**config.mk**
```make
export PLATFORM = sky130hd
export DESIGN_NAME = scan_tick_gen
export DESIGN_NICKNAME = d
export VERILOG_FILES = /design/src/rtl/scan_tick_gen.sv
export SDC_FILE = /design/constraint.sdc
export NUM_CORES = 1
export LEC_CHECK = 0
export CAP_MARGIN = 20
export CORE_ASPECT_RATIO = 1.1
export CORE_MARGIN = 2
export CORE_UTILIZATION = 63
export DETAILED_ROUTE_END_ITERATION = 8
export GPL_TIMING_DRIVEN = 0
export HOLD_SLACK_MARGIN = 0.12
export PLACE_DENSITY_LB_ADDON = 0.2
export SYNTH_ARGS = -nofsm -noshare
export SYNTH_HDL_FRONTEND = slang
export SYNTH_SLANG_ARGS = --single-unit
```
**constraint.sdc**
```tcl
create_clock -name clk -period 4.35 [get_ports clk]
set_input_delay 0.87 -clock clk [delete_from_list [all_inputs] [get_ports clk]]
set_output_delay 0.87 -clock clk [all_outputs]
set_load 0.005 [all_outputs]
```
**src/rtl/scan_tick_gen.sv**
```systemverilog
// scan_tick_gen: NUM_CH independent programmable tick/square-wave dividers.
// Optional macro SCAN_TICK_SYNC_START_EN adds a sync_start input that phase-aligns all channels.
module scan_tick_gen #(
  parameter int CLK_FREQUENCY = 10_000_000,
  parameter int NUM_CH        = 4,
  parameter int DIV_W         = 24,
  parameter int DEFAULT_DIV   = 25_000,
  localparam int CW           = NUM_CH > 1 ? $clog2(NUM_CH) : 1
) (
  input  logic              clk,
  input  logic              rst,
  input  logic              cfg_we,
  input  logic [CW-1:0]     cfg_ch,
  input  logic [DIV_W-1:0]  cfg_div,
  input  logic [NUM_CH-1:0] ch_en,
`ifdef SCAN_TICK_SYNC_START_EN
  input  logic              sync_start,
`endif
  output logic [NUM_CH-1:0] tick,
  output logic [NUM_CH-1:0] wave
);
  if (CLK_FREQUENCY <= 0 || NUM_CH < 1 || NUM_CH > 16)
    $error("scan_tick_gen: bad parameters");
  logic sync;
`ifdef SCAN_TICK_SYNC_START_EN
  assign sync = sync_start;
`else
  assign sync = 1'b0;
`endif
  for (genvar i = 0; i < NUM_CH; i++) begin : g_ch
    logic [DIV_W-1:0] div, cnt, last;
    logic sel, term, t, w;
    // Equality with an in-range index also rejects out-of-range cfg_ch.
    assign sel  = cfg_we && cfg_ch == CW'(i);
    assign last = div == '0 ? '0 : div - DIV_W'(1);
    assign term = ch_en[i] && cnt == last;
    always_ff @(posedge clk or negedge rst)
      if (!rst) begin
        div <= DIV_W'(DEFAULT_DIV);
        cnt <= '0;
        t   <= 1'b0;
        w   <= 1'b0;
      end else begin
        div <= sel ? cfg_div : div;
        cnt <= (sel || sync || !ch_en[i] || term) ? '0 : cnt + DIV_W'(1);
        t   <= !sel && !sync && term;
        w   <= sync ? 1'b0 : (!sel && term) ? ~w : w;
      end
    assign tick[i] = t;
    assign wave[i] = w;
  end
endmodule

```
==> images/pdn.png <==
Scale bar: 50 um. Pins as bars on the die edge. Tap cells in grey.
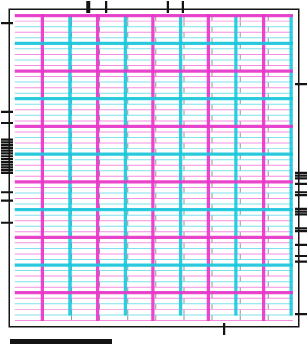
colour	net
cyan	VDD
magenta	VSS
met1 rails	56
signal pins	41
met4 straps	10

==> images/cell_classes.png <==
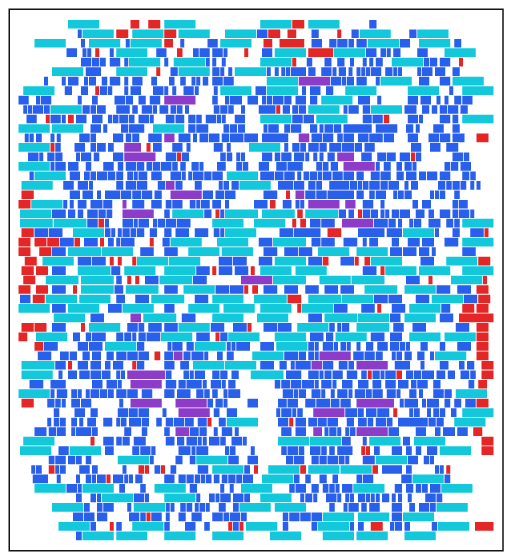
colour	class	cells	share of their area
purple	clock drivers and dummy loads	32	4.3%
cyan	flip-flops	200	36%
red	other buffers and delay cells	126	6.0%
blue	all other logic	1101	54%

==> images/clock_map.png <==
Scale bar: 50 um.
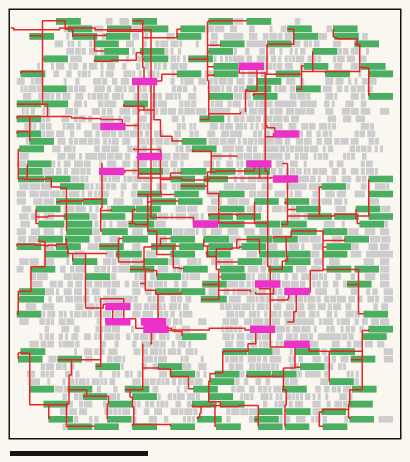
[magenta] cells driving clock nets | count: 17
[green] flip-flops | count: 200
[red] clock wires | length: 2490 um
flops lie	spread over the die
routed clock nets	18
Clock Power Share: 31.8%
clk latency late pin: 0.44 ns
Setup Skew: 0.0115 ns
P_clk: 1630 uW

==> images/metal_stack.png <==
Scale bar: 50 um. Two of the layers only.
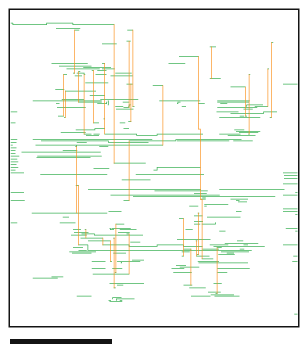
colour	layer	wire length
green	met3	2360 um
orange	met4	823 um
total wire length: 33200 um
Wirelength per Cell: 19.4 um
all-layer global routing usage: 31.1%
Via Count: 11133

==> impl_metrics.json <==
{
  "drt-pass1-iter-count": 6,
  "seq_power_share_pct": 45.0,
  "clkTransAtPathRegs_ns": 0.08,
  "path_delay_family": "simple AND/OR/NAND/NOR gates",
  "yosys.area_share.simple_pct": 26.0,
  "power_leader": "registers",
  "status": "completed",
  "hold_depth": 1,
  "nWellTaps": 256,
  "stdcell_count": 1715,
  "worstPathArrival_ns": 4.46,
  "dieWidth_um": 141,
  "hold_class": "reg -> reg",
  "area_leaders": "dfrtp_1 (34%), mux2_2 (8.1%), xnor2_1 (6.5%), xor2_1 (6.1%), dfstp_2 (4.8%)",
  "drc_errors": 0,
  "synthMuxAreaShare_pct": 8.71,
  "holdCritStartpoint": "g_ch[2].w",
  "worstPathCellList": "inv_1 -> ha_1 -> or3b_2 -> clkbuf_1 -> nor4_1 -> xor2_1 -> or4_1 -> a2111oi_1 -> o2111ai_1 -> or4_4 -> nand3_4 -> buf_12 -> nor2_1",
  "busiest_layer": "met2",
  "fillers": 1626,
  "p_int_uw": 3490,
  "cp-startpoint": "g_ch[1].div[0]",
  "drt-met1-wl_um": 14400,
  "buf_share_pct": 5.89,
  "nNonClkInverters": 26,
  "use_met1_pct": 43.3,
  "initial_core_util_pct": 63.9,
  "yosys.area.top_type_share_pct": 33.7,
  "synth_area_leader_cell": "dfrtp_1",
  "tns_ns": 0,
  "num_io_pins": 41,
  "reg2reg_setup_slack_ns": 0.21,
  "min_period_ns": 4.14,
  "cts_made_buffers": 17,
  "warnings": 28,
  "netlist_instances": 1384,
  "cts_hold_buf": 0,
  "area_dominant_class": "multi-input combinational cells",
  "grt_overflow": 0,
  "reg2reg_from": "g_ch[1].div[0]",
  "comb-cell-share_pct": 52.2,
  "via_per_inst": 6.49,
  "flops": 200,
  "grt_use_met3_pct": 5.91
}
Power is estimated from default activity; no workload was simulated.
